==> run_1/congestion_map.png <==
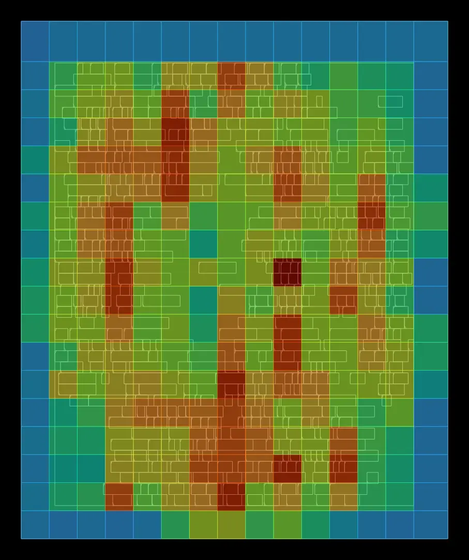
==> run_1/m2.png <==
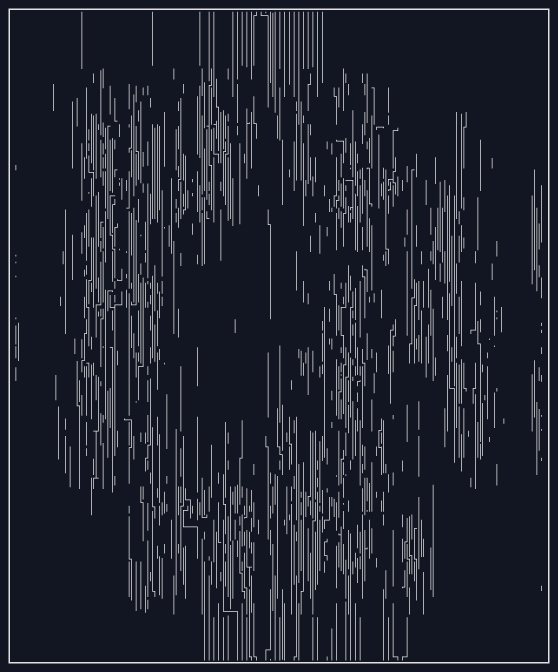
==> run_1/layers.png <==
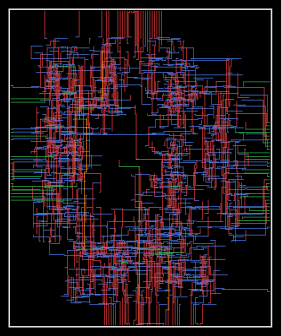
==> run_1/util_map.png <==
10 x 13 tiles, from white (low) to dark blue (high), 0 to 100% covered.
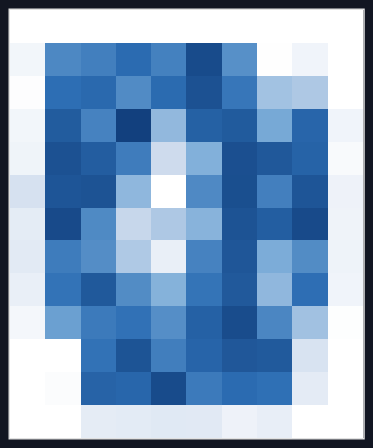
<file path="src/rtl/pipeline_hazard_ctrl_pkg.sv">
`default_nettype none
// ============================================================================
// Module   : pipeline_hazard_ctrl_pkg
// Brief    : Shared types for the 5-stage pipeline hazard controller:
//            memory-port states, next-PC select, opcode set, pipeline packet.
// Revision : 1.0 - initial release
// ============================================================================
package pipeline_hazard_ctrl_pkg;

   // Memory port handshake states
   typedef enum logic [1:0] {
      IDLE = 2'd0,
      REQ  = 2'd1,
      DONE = 2'd2
   } mem_port_state_t;

   // Next-PC source
   typedef enum logic [1:0] {
      pc_plus4 = 2'd0,
      alu_out  = 2'd1,
      alu_mod2 = 2'd2
   } pcmux_sel_t;

   // RV32I major opcodes
   typedef enum logic [6:0] {
      op_lui   = 7'b0110111,
      op_auipc = 7'b0010111,
      op_jal   = 7'b1101111,
      op_jalr  = 7'b1100111,
      op_br    = 7'b1100011,
      op_load  = 7'b0000011,
      op_store = 7'b0100011,
      op_imm   = 7'b0010011,
      op_reg   = 7'b0110011
   } rv32i_opcode;

   // Control bits carried down the pipeline
   typedef struct packed {
      logic data_mem_read;
      logic data_mem_write;
   } ctrl_word_t;

   // Pipeline buffer contents seen by the controller
   typedef struct packed {
      rv32i_opcode opcode;
      logic [4:0]  rd;
      logic [4:0]  rs1;
      logic [4:0]  rs2;
      ctrl_word_t  ctrl;
   } rv32i_packet_t;

   // Pipeline buffer indices into buf_load / buf_flush
   localparam int IFID  = 0;
   localparam int IDEX  = 1;
   localparam int EXMEM = 2;
   localparam int MEMWB = 3;

   // True when the instruction touches data memory
   function automatic logic is_mem_op(input ctrl_word_t c);
      return c.data_mem_read | c.data_mem_write;
   endfunction

endpackage
`default_nettype wire

</file>
<file path="src/rtl/pipeline_hazard_ctrl_if.sv">
`default_nettype none
// ============================================================================
// Module   : pipeline_hazard_ctrl_if
// Brief    : Bundle between the hazard controller (master) and the datapath
//            plus memories (slave).
// Revision : 1.0 - initial release
// ============================================================================
interface pipeline_hazard_ctrl_if
   import pipeline_hazard_ctrl_pkg::*;
#(
   parameter int PERF_W = 32
);
   rv32i_packet_t     if_id;
   rv32i_packet_t     id_ex;
   rv32i_packet_t     ex_mem;
   logic              br_en;
   logic              inst_mem_resp;
   logic              data_mem_resp;
   logic              inst_mem_read;
   logic              data_mem_read;
   logic              data_mem_write;
   logic              pc_load;
   pcmux_sel_t        pcmux_sel;
   logic [3:0]        buf_load;
   logic [3:0]        buf_flush;
   logic [PERF_W-1:0] stall_cnt;
   logic [PERF_W-1:0] flush_cnt;
   logic              mem_timeout;

   modport master (
      input  if_id, id_ex, ex_mem, br_en, inst_mem_resp, data_mem_resp,
      output inst_mem_read, data_mem_read, data_mem_write, pc_load, pcmux_sel,
             buf_load, buf_flush, stall_cnt, flush_cnt, mem_timeout
   );

   modport slave (
      output if_id, id_ex, ex_mem, br_en, inst_mem_resp, data_mem_resp,
      input  inst_mem_read, data_mem_read, data_mem_write, pc_load, pcmux_sel,
             buf_load, buf_flush, stall_cnt, flush_cnt, mem_timeout
   );
endinterface
`default_nettype wire

</file>
<file path="src/rtl/pipeline_hazard_ctrl_mem_port_fsm.sv">
`default_nettype none
// ============================================================================
// Module   : pipeline_hazard_ctrl_mem_port_fsm
// Brief    : One memory port handshake (IDLE -> REQ -> DONE -> REQ) with a
//            sticky response and a sticky wait-timeout flag.
// Revision : 1.0 - initial release
// ============================================================================
module pipeline_hazard_ctrl_mem_port_fsm
   import pipeline_hazard_ctrl_pkg::*;
#(
   parameter int TIMEOUT_W   = 8,
   parameter int MEM_TIMEOUT = 200
) (
   input  wire logic clk,
   input  wire logic rst,
   input  wire logic needed,
   input  wire logic resp,
   input  wire logic adv,
   input  wire logic hold,
   output logic      req,
   output logic      done,
   output logic      timeout
);

   localparam logic [TIMEOUT_W-1:0] c_wait_last = TIMEOUT_W'(MEM_TIMEOUT - 1);

   mem_port_state_t      r_state;
   logic [TIMEOUT_W-1:0] r_wait;
   logic                 r_timeout;
   logic                 w_waiting;

   // An outstanding request that has not been answered this cycle
   assign w_waiting = (r_state == REQ) & needed & ~resp;

   // Handshake state, wait counter and sticky timeout
   always_ff @(posedge clk or negedge rst) begin
      if (!rst) begin
         r_state   <= IDLE;
         r_wait    <= '0;
         r_timeout <= 1'b0;
      end else begin
         case (r_state)
            IDLE: if (needed) r_state <= REQ;
            // An unneeded port parks in IDLE so it neither requests nor waits
            REQ: begin
               if (!needed)   r_state <= IDLE;
               else if (resp) r_state <= (adv & ~hold) ? REQ : DONE;
            end
            DONE: if (adv & ~hold) r_state <= REQ;
            default: r_state <= IDLE;
         endcase

         if (w_waiting) begin
            if (r_wait != '1)          r_wait    <= r_wait + 1'b1;
            if (r_wait == c_wait_last) r_timeout <= 1'b1;
         end else begin
            r_wait <= '0;
         end
      end
   end

   assign req     = (r_state == REQ) & needed;
   assign done    = (r_state == DONE) | (req & resp);
   assign timeout = r_timeout;

endmodule
`default_nettype wire

</file>
<file path="src/rtl/pipeline_hazard_ctrl.sv">
`default_nettype none
// ============================================================================
// Module   : pipeline_hazard_ctrl
// Brief    : 5-stage pipeline controller: decoupled instruction/data memory
//            handshakes, load-use stall, control-transfer redirect/flush,
//            saturating perf counters and memory timeout flag.
// Revision : 1.0 - initial release
// ============================================================================
module pipeline_hazard_ctrl
   import pipeline_hazard_ctrl_pkg::*;
#(
   parameter int PERF_W      = 32,
   parameter int TIMEOUT_W   = 8,
   parameter int MEM_TIMEOUT = 200,
   parameter bit LU_STALL_EN = 1'b1
) (
   input wire logic               clk,
   input wire logic               rst,
   pipeline_hazard_ctrl_if.master bus
);

   logic              w_data_needed;
   logic              w_inst_req, w_inst_done, w_inst_to;
   logic              w_data_req, w_data_done, w_data_to;
   logic              w_adv;
   logic              w_lu;
   logic              w_redirect;
   logic              w_stall;
   logic [PERF_W-1:0] r_stall_cnt;
   logic [PERF_W-1:0] r_flush_cnt;

   assign w_data_needed = is_mem_op(bus.ex_mem.ctrl);

   // Instruction port holds its fetched word across a load-use stall
   pipeline_hazard_ctrl_mem_port_fsm #(
      .TIMEOUT_W   (TIMEOUT_W),
      .MEM_TIMEOUT (MEM_TIMEOUT)
   ) u_inst_port (
      .clk     (clk),
      .rst     (rst),
      .needed  (1'b1),
      .resp    (bus.inst_mem_resp),
      .adv     (w_adv),
      .hold    (w_stall),
      .req     (w_inst_req),
      .done    (w_inst_done),
      .timeout (w_inst_to)
   );

   pipeline_hazard_ctrl_mem_port_fsm #(
      .TIMEOUT_W   (TIMEOUT_W),
      .MEM_TIMEOUT (MEM_TIMEOUT)
   ) u_data_port (
      .clk     (clk),
      .rst     (rst),
      .needed  (w_data_needed),
      .resp    (bus.data_mem_resp),
      .adv     (w_adv),
      .hold    (1'b0),
      .req     (w_data_req),
      .done    (w_data_done),
      .timeout (w_data_to)
   );

   assign w_adv = w_inst_done & (w_data_done | ~w_data_needed);

   assign w_lu = LU_STALL_EN & bus.id_ex.ctrl.data_mem_read & (bus.id_ex.rd != 5'd0) &
                 ((bus.id_ex.rd == bus.if_id.rs1) | (bus.id_ex.rd == bus.if_id.rs2));

   assign w_redirect = (bus.id_ex.opcode == op_jal) | (bus.id_ex.opcode == op_jalr) |
                       ((bus.id_ex.opcode == op_br) & bus.br_en);

   // Redirect wins so a stall never swallows a taken transfer
   assign w_stall = w_lu & ~w_redirect;

   // Buffer load/flush, PC load and next-PC select; everything frozen without ADV
   always_comb begin
      bus.buf_load  = 4'b0000;
      bus.buf_flush = 4'b0000;
      bus.pc_load   = 1'b0;
      bus.pcmux_sel = pc_plus4;
      if (w_adv) begin
         bus.buf_load = 4'b1111;
         bus.pc_load  = 1'b1;
         if (w_redirect) begin
            bus.buf_flush[IFID] = 1'b1;
            bus.buf_flush[IDEX] = 1'b1;
            bus.pcmux_sel       = (bus.id_ex.opcode == op_jalr) ? alu_mod2 : alu_out;
         end else if (w_stall) begin
            bus.buf_load[IFID]  = 1'b0;
            bus.buf_flush[IDEX] = 1'b1;
            bus.pc_load         = 1'b0;
         end
      end
   end

   // Saturating performance counters
   always_ff @(posedge clk or negedge rst) begin
      if (!rst) begin
         r_stall_cnt <= '0;
         r_flush_cnt <= '0;
      end else begin
         if (w_adv & w_stall & (r_stall_cnt != '1))    r_stall_cnt <= r_stall_cnt + 1'b1;
         if (w_adv & w_redirect & (r_flush_cnt != '1)) r_flush_cnt <= r_flush_cnt + 1'b1;
      end
   end

   assign bus.inst_mem_read  = w_inst_req;
   assign bus.data_mem_read  = w_data_req & bus.ex_mem.ctrl.data_mem_read;
   assign bus.data_mem_write = w_data_req & bus.ex_mem.ctrl.data_mem_write;
   assign bus.stall_cnt      = r_stall_cnt;
   assign bus.flush_cnt      = r_flush_cnt;
   assign bus.mem_timeout    = w_inst_to | w_data_to;

endmodule
`default_nettype wire

</file>
<file path="src/flat_wrapper.sv">
// flat-port wrapper written by rule: the top's interface ports become plain ports
module pipeline_hazard_ctrl_flat import pipeline_hazard_ctrl_pkg::*;
#(
   parameter int PERF_W      = 32,
   parameter int TIMEOUT_W   = 8,
   parameter int MEM_TIMEOUT = 200,
   parameter bit LU_STALL_EN = 1'b1
)
  (clk, rst, bus_if_id, bus_id_ex, bus_ex_mem, bus_br_en, bus_inst_mem_resp, bus_data_mem_resp, bus_inst_mem_read, bus_data_mem_read, bus_data_mem_write, bus_pc_load, bus_pcmux_sel, bus_buf_load, bus_buf_flush, bus_stall_cnt, bus_flush_cnt, bus_mem_timeout);
  pipeline_hazard_ctrl_if #(.PERF_W(PERF_W)) bus_i ();
  input wire logic clk;
  input wire logic rst;
  input wire logic [$bits(bus_i.if_id)-1:0] bus_if_id;
  input wire logic [$bits(bus_i.id_ex)-1:0] bus_id_ex;
  input wire logic [$bits(bus_i.ex_mem)-1:0] bus_ex_mem;
  input wire logic [$bits(bus_i.br_en)-1:0] bus_br_en;
  input wire logic [$bits(bus_i.inst_mem_resp)-1:0] bus_inst_mem_resp;
  input wire logic [$bits(bus_i.data_mem_resp)-1:0] bus_data_mem_resp;
  output wire logic [$bits(bus_i.inst_mem_read)-1:0] bus_inst_mem_read;
  output wire logic [$bits(bus_i.data_mem_read)-1:0] bus_data_mem_read;
  output wire logic [$bits(bus_i.data_mem_write)-1:0] bus_data_mem_write;
  output wire logic [$bits(bus_i.pc_load)-1:0] bus_pc_load;
  output wire logic [$bits(bus_i.pcmux_sel)-1:0] bus_pcmux_sel;
  output wire logic [$bits(bus_i.buf_load)-1:0] bus_buf_load;
  output wire logic [$bits(bus_i.buf_flush)-1:0] bus_buf_flush;
  output wire logic [$bits(bus_i.stall_cnt)-1:0] bus_stall_cnt;
  output wire logic [$bits(bus_i.flush_cnt)-1:0] bus_flush_cnt;
  output wire logic [$bits(bus_i.mem_timeout)-1:0] bus_mem_timeout;
  assign bus_i.if_id = bus_if_id;
  assign bus_i.id_ex = bus_id_ex;
  assign bus_i.ex_mem = bus_ex_mem;
  assign bus_i.br_en = bus_br_en;
  assign bus_i.inst_mem_resp = bus_inst_mem_resp;
  assign bus_i.data_mem_resp = bus_data_mem_resp;
  assign bus_inst_mem_read = bus_i.inst_mem_read;
  assign bus_data_mem_read = bus_i.data_mem_read;
  assign bus_data_mem_write = bus_i.data_mem_write;
  assign bus_pc_load = bus_i.pc_load;
  assign bus_pcmux_sel = bus_i.pcmux_sel;
  assign bus_buf_load = bus_i.buf_load;
  assign bus_buf_flush = bus_i.buf_flush;
  assign bus_stall_cnt = bus_i.stall_cnt;
  assign bus_flush_cnt = bus_i.flush_cnt;
  assign bus_mem_timeout = bus_i.mem_timeout;
  pipeline_hazard_ctrl #(.PERF_W(PERF_W), .TIMEOUT_W(TIMEOUT_W), .MEM_TIMEOUT(MEM_TIMEOUT), .LU_STALL_EN(LU_STALL_EN)) u_core (.clk(clk), .rst(rst), .bus(bus_i));
endmodule
</file>
<file path="config.mk">
export PLATFORM = sky130hd
export DESIGN_NAME = pipeline_hazard_ctrl_flat
export DESIGN_NICKNAME = d
export VERILOG_FILES = /design/src/rtl/pipeline_hazard_ctrl_pkg.sv /design/src/rtl/pipeline_hazard_ctrl_if.sv /design/src/rtl/pipeline_hazard_ctrl_mem_port_fsm.sv /design/src/rtl/pipeline_hazard_ctrl.sv /design/src/flat_wrapper.sv
export SDC_FILE = /design/constraint.sdc
export NUM_CORES = 1
export LEC_CHECK = 0
export CORE_ASPECT_RATIO = 1.25
export CORE_MARGIN = 8
export CORE_UTILIZATION = 45
export DETAILED_ROUTE_END_ITERATION = 10
export HOLD_SLACK_MARGIN = 0.05
export PLACE_DENSITY = 0.84
export SYNTH_ARGS = -nofsm -noshare
export SYNTH_HDL_FRONTEND = slang
export SYNTH_SLANG_ARGS = --single-unit
</file>
<file path="constraint.sdc">
create_clock -name clk -period 3.9 [get_ports clk]
set_input_delay 1.17 -clock clk [delete_from_list [all_inputs] [get_ports clk]]
set_output_delay 1.17 -clock clk [all_outputs]
set_load 0.02 [all_outputs]
</file>
==> impl_metrics.py, run 1 <==
# Generated from Yosys and OpenROAD reports
metrics = {
    "logic_synthesis": {
        "yosys-top-cells-count": "86 x dfrtp_1, 44 x nor2_1, 41 x xor2_1",
        "ys_sh_mux_pct": 1.04,
        "synthDominantCellAreaShare_pct": 48.3,
        "yosys.area_share.simple_pct": 27.4,
        "synth_cells": 451,
        "yosys_area_um2": 4450,
        "dominantRegCellSynth": "dfrtp_1",
        "synth-xor-area-share_pct": 14.9,
        "most_area_consuming_cells_after_synthesis": "dfrtp_1 48%, xor2_1 8.1%, xnor2_1 6.9%, nand3_1 4.3%, nor2_1 3.7%",
    },
    "critical_path": {
        "critical_path.top_delay_family": "simple AND/OR/NAND/NOR gates",
        "path_cells": "dlygate4sd2_1 > or4_4 > o21ai_2 > nand2b_4 > o21a_1 > buf_4 > buf_6",
        "cp.arrival_ns": 2.68,
        "critical_path.n_buffers_inverters": 3,
        "critical_path_max_stage_delay_ns": 0.55,
        "crit_required_ns": 2.73,
    },
    "cells_and_area": {
        "register_area_um2": 2150,
        "layout.area.comb_um2": 2230,
        "layout.comb_gates.multi_input": 339,
        "clock_tree_area_fraction_pct": 5.17,
        "num-clock-buffers": 10,
        "area.share.sequential_pct": 35.3,
        "layout.cells.most_common_list": "90 x clkdlybuf4s50_1, 86 x dfrtp_1, 43 x nor2_1, 41 x xor2_1, 38 x nand3_1",
    },
    "placement": {
        "preCtsSetupSlack_ns": -0.587,
        "placedCellCount": 684,
        "port-buffer-count": 106,
    },
    "pwr": {
        "max-vdd-ir-drop_mv": 0.243,
        "powerComb_mw": 0.424,
        "pwr-share-clk_pct": 39.2,
        "power_frac_seq_pct": 42.4,
        "design_power_mw": 2.30,
        "power.density_cell_area_nw_per_um2": 377,
        "clock_net_power_mw": 0.903,
    },
    "outcome": {
        "run_status": "complete, no violations",
    },
    "sta": {
        "timing_worst_slew_pin_value_ns": 1.07,
        "setup_ws_ns": 0.0482,
    },
    "clocking": {
        "post_cts_hold_buffer_count": 0,
        "clock_latency_ns": 0.34,
        "post_cts_resize_count": 41,
        "cts.repair_timing.setup_buffer_count": 3,
    },
    "run": {
        "max_cap_violations": 0,
    },
    "min_path": {
        "worst_hold_path_type": "reg2reg",
        "startpoint_of_the_tightest_hold_check_path": "u_core.u_inst_port.timeout",
        "hold-path-cell-count": 1,
    },
    "drt": {
        "detail_route.vias_per_cell": 5.41,
        "first_pass_iters": 5,
    },
    "die": {
        "coreArea_um2": 9610,
        "pin_count": 156,
        "floorplan.initialDensity_pct": 46.4,
    },
    "global_routing": {
        "pin_count_of_the_biggest_net_entering_global_routing": 87,
        "grt_antenna_before_repair": 0,
        "grt_pass1_wl_um": 18300,
    },
}
About congestion_map.png:
GRT Util Overall: 16.6%
post-DR wirelength/cell: 15.9 um
most crowded layer after global routing: met2
global routing met3 resource utilization: 4.68%

About m2.png:
nets with wire on the layer	548
main direction	vertical
longest straight run	37.1 um
post-detailed-routing wire length: 11200 um
fraction of met2 tracks used by global routing: 29.3%
total via count in the routed design: 3816

About layers.png:
colour	layer	wire length
blue	M1	4650 um
green	M3	567 um
orange	M4	214 um
red	M2	5810 um

About util_map.png:
tiles over 75% full	28%
densest ninth of the die	bottom middle
emptiest ninth of the die	top right
fullest tile	93%

==> run 1: routing by layer <==
layer	track usage, %	up-vias	part of all wire (%)
met3	4.68	17	5.0
met2	29.3	102	52
met5	0	-	0
li1	-	1829	-
met1	18.4	1868	41
met4	6.48	0	1.9
==> run 1: worst max path at each step <==
stage | start | endpoint | slack [ns] | cells after the start
floorplan | bus_id_ex[12] | bus_buf_load[0] | 0.33 | 5
global placement | bus_id_ex[15] | bus_pc_load | -0.55 | 6
detailed placement | bus_id_ex[12] | bus_buf_load[0] | -0.59 | 6
CTS | bus_inst_mem_resp | bus_pcmux_sel[0] | 0.01 | 7
global route | bus_if_id[5] | bus_pc_load | -0.005 | 8
finish | bus_id_ex[15] | bus_pc_load | 0.05 | 7
==> run 1 -> run 2 <==
- CTS_CLUSTER_SIZE: default -> 30
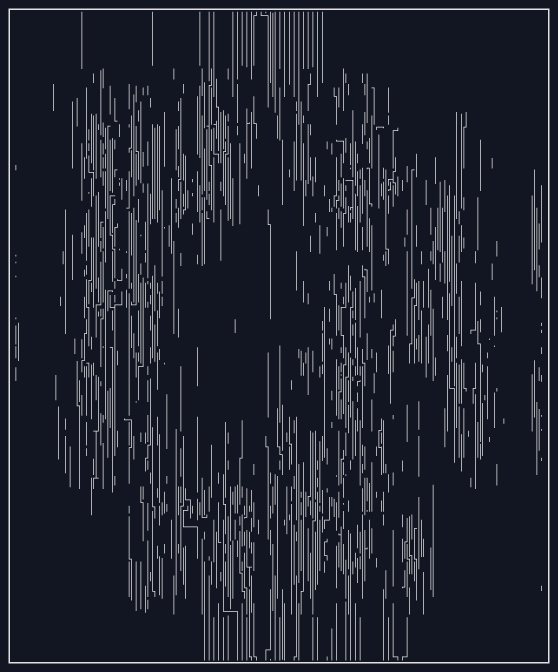
(run_2/m2.png)
wire length on this layer	5810 um
nets with wire on the layer	548
longest straight run	37.1 um
main direction	vertical

==> run 2 against run 1 <==
Flip-flop count did not move. Combinational power about the same. First-iteration DRC count did not move. Worst setup slack unchanged. Area after synthesis did not move. Clock power about the same. Design area is the same. Critical path depth unchanged. Final cell count unchanged. Synthesized cell count did not move. Die area unchanged. Largest cell class unchanged. Largest power group unchanged.
==> impl_metrics.py, run 2 <==
# Generated from Yosys and OpenROAD reports
metrics = {
    "sta": {
        "number_of_endpoints_with_negative_hold_slack_in_the_final_report": 0,
        "timing_worst_slew_pin_value_ns": 1.07,
        "final_setup_vio_count": 0,
        "worst_clock_skew_ns": 0.00993,
        "timing.setup.tns_ns": 0,
        "fin_worst_hold_slack_ns": 0.480,
        "setup_ws_ns": 0.0482,
    },
    "drt": {
        "met2_length_um": 5810,
        "dr_wl_met3_um": 567,
        "dr.first_iter.drc_count": 134,
        "drcViolationCount": 0,
        "finalWirelength_um": 11200,
        "avgRoutedWirePerCell_um": 15.9,
        "first_pass_iters": 5,
        "m1WireLength_um": 4650,
        "dr_total_vias": 3816,
        "detail_route.vias_per_cell": 5.41,
        "topRoutingLayerUsed": "met4",
    },
    "logic_synthesis": {
        "enable_flop_cells": 0,
        "dominantRegCellSynth": "dfrtp_1",
        "post_synth.cell_area_avg_um2": 9.88,
        "ys_sh_adder_pct": 1.12,
        "yosys.area_share.simple_pct": 27.4,
        "synth-warning-count": 0,
        "synth_cell_types": 51,
        "most_area_consuming_cells_after_synthesis": "dfrtp_1 48%, xor2_1 8.1%, xnor2_1 6.9%, nand3_1 4.3%, nor2_1 3.7%",
        "yosys-top-cells-count": "86 x dfrtp_1, 44 x nor2_1, 41 x xor2_1",
        "synth-xor-area-share_pct": 14.9,
        "synthDominantCellAreaShare_pct": 48.3,
        "yosys-dominant-comb-family": "simple AND/OR/NAND/NOR gates",
        "yosys_area_um2": 4450,
        "synth_cells": 451,
        "ys_sh_mux_pct": 1.04,
    },
    "placement": {
        "preCtsSetupSlack_ns": -0.587,
        "placedCellCount": 684,
        "placed_cell_area_um2": 5720,
        "port-buffer-count": 106,
    },
    "pwr": {
        "clock_net_power_mw": 0.903,
        "powerComb_mw": 0.424,
        "switching_share_pct": 26.1,
        "power_frac_seq_pct": 42.4,
        "pwr-share-clk_pct": 39.2,
        "max-vdd-ir-drop_mv": 0.243,
        "power.density_cell_area_nw_per_um2": 377,
        "design_power_mw": 2.30,
        "powerSeq_mw": 0.976,
    },
    "die": {
        "chipHeight_um": 127,
        "floorplan.initialDensity_pct": 46.4,
        "pin_count": 156,
        "coreArea_um2": 9610,
        "floorplan.die_area_um2": 13400,
        "rows": 40,
    },
    "critical_path": {
        "worst-path-stages": 7,
        "critical_path.endpoint_type": "primary output",
        "setup.worst_path.start": "bus_id_ex[15]",
        "critical_path_max_stage_delay_ns": 0.55,
        "crit_required_ns": 2.73,
        "critical_path.top_delay_family": "simple AND/OR/NAND/NOR gates",
        "critical_path.n_buffers_inverters": 3,
        "cp.arrival_ns": 2.68,
        "path_cells": "dlygate4sd2_1 > or4_4 > o21ai_2 > nand2b_4 > o21a_1 > buf_4 > buf_6",
    },
    "clocking": {
        "cts_tree": "yes",
        "post_cts_resize_count": 41,
        "clock_latency_ns": 0.34,
        "cts_buf_count": 9,
        "clkSlewWorstSetupHoldPaths_ns": 0.06,
        "post_cts_hold_buffer_count": 0,
        "cts.repair_timing.setup_buffer_count": 3,
    },
    "cells_and_area": {
        "drive_gt1_share_pct": 11.4,
        "finalNetCount": 655,
        "layout.cell_area.non_filler_um2": 6100,
        "layout.cells.most_common_list": "90 x clkdlybuf4s50_1, 86 x dfrtp_1, 43 x nor2_1, 41 x xor2_1, 38 x nand3_1",
        "fin_util_pct": 63.5,
        "most_common_cell_after_layout_fill_and_taps_aside": "clkdlybuf4s50_1",
    },
    "global_routing": {
        "groute.layer.met1.usage_pct": 18.4,
        "pin_count_of_the_biggest_net_entering_global_routing": 87,
        "met3_usage_pct": 4.68,
        "grt_pass1_wl_um": 18300,
        "globalRouteTotalUtil_pct": 16.6,
        "busiest_layer": "met2",
        "grt_antenna_before_repair": 0,
        "globalRouteMet2Util_pct": 29.3,
    },
    "outcome": {
        "run_status": "complete, no violations",
    },
    "min_path": {
        "worst_hold_path_type": "reg2reg",
        "startpoint_of_the_tightest_hold_check_path": "u_core.u_inst_port.timeout",
        "hold-path-cell-count": 1,
    },
    "run": {
        "max_cap_violations": 0,
    },
}
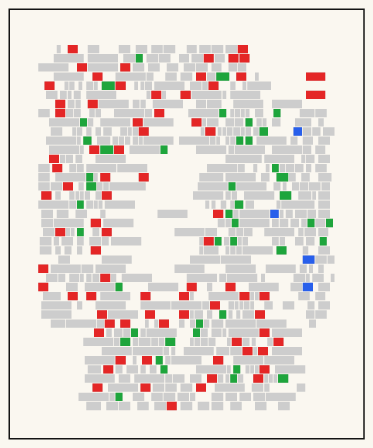
(run_2/gates.png)
colour	family	cells	most used
green	and/or cells	43	and3_1
red	xor and xnor cells	76	xor2_1
blue	non-inverting ao/oa cells	4	o21a_1

run 2: cell counts after synthesis:
Identical to the previous run, type by type.
run 2: layout make-up:
cell class	count	area, um^2
Fill cell	797	3510
Timing Repair Buffer	129	1220
Multi-Input combinational cell	339	2230
Clock inverter	6	86.3
Clock buffer	10	229
Inverter	9	33.8
Sequential cell	86	2150
Tap cell	126	158
run 2: path summary, 6_finish.rpt:
check / endpoint / slack [ns]
worst max register to register: u_core.bus.stall_cnt[1] / 1.30
worst min-delay path: u_core.u_inst_port.timeout / 0.48
worst min register to register: u_core.u_inst_port.timeout / 0.48
min in group asynchronous: u_core.bus.flush_cnt[27] / 1.00
max in group asynchronous: u_core.bus.stall_cnt[16] / 2.18
worst max-delay path: bus_pc_load / 0.05
Power and IR drop assume default switching activity.
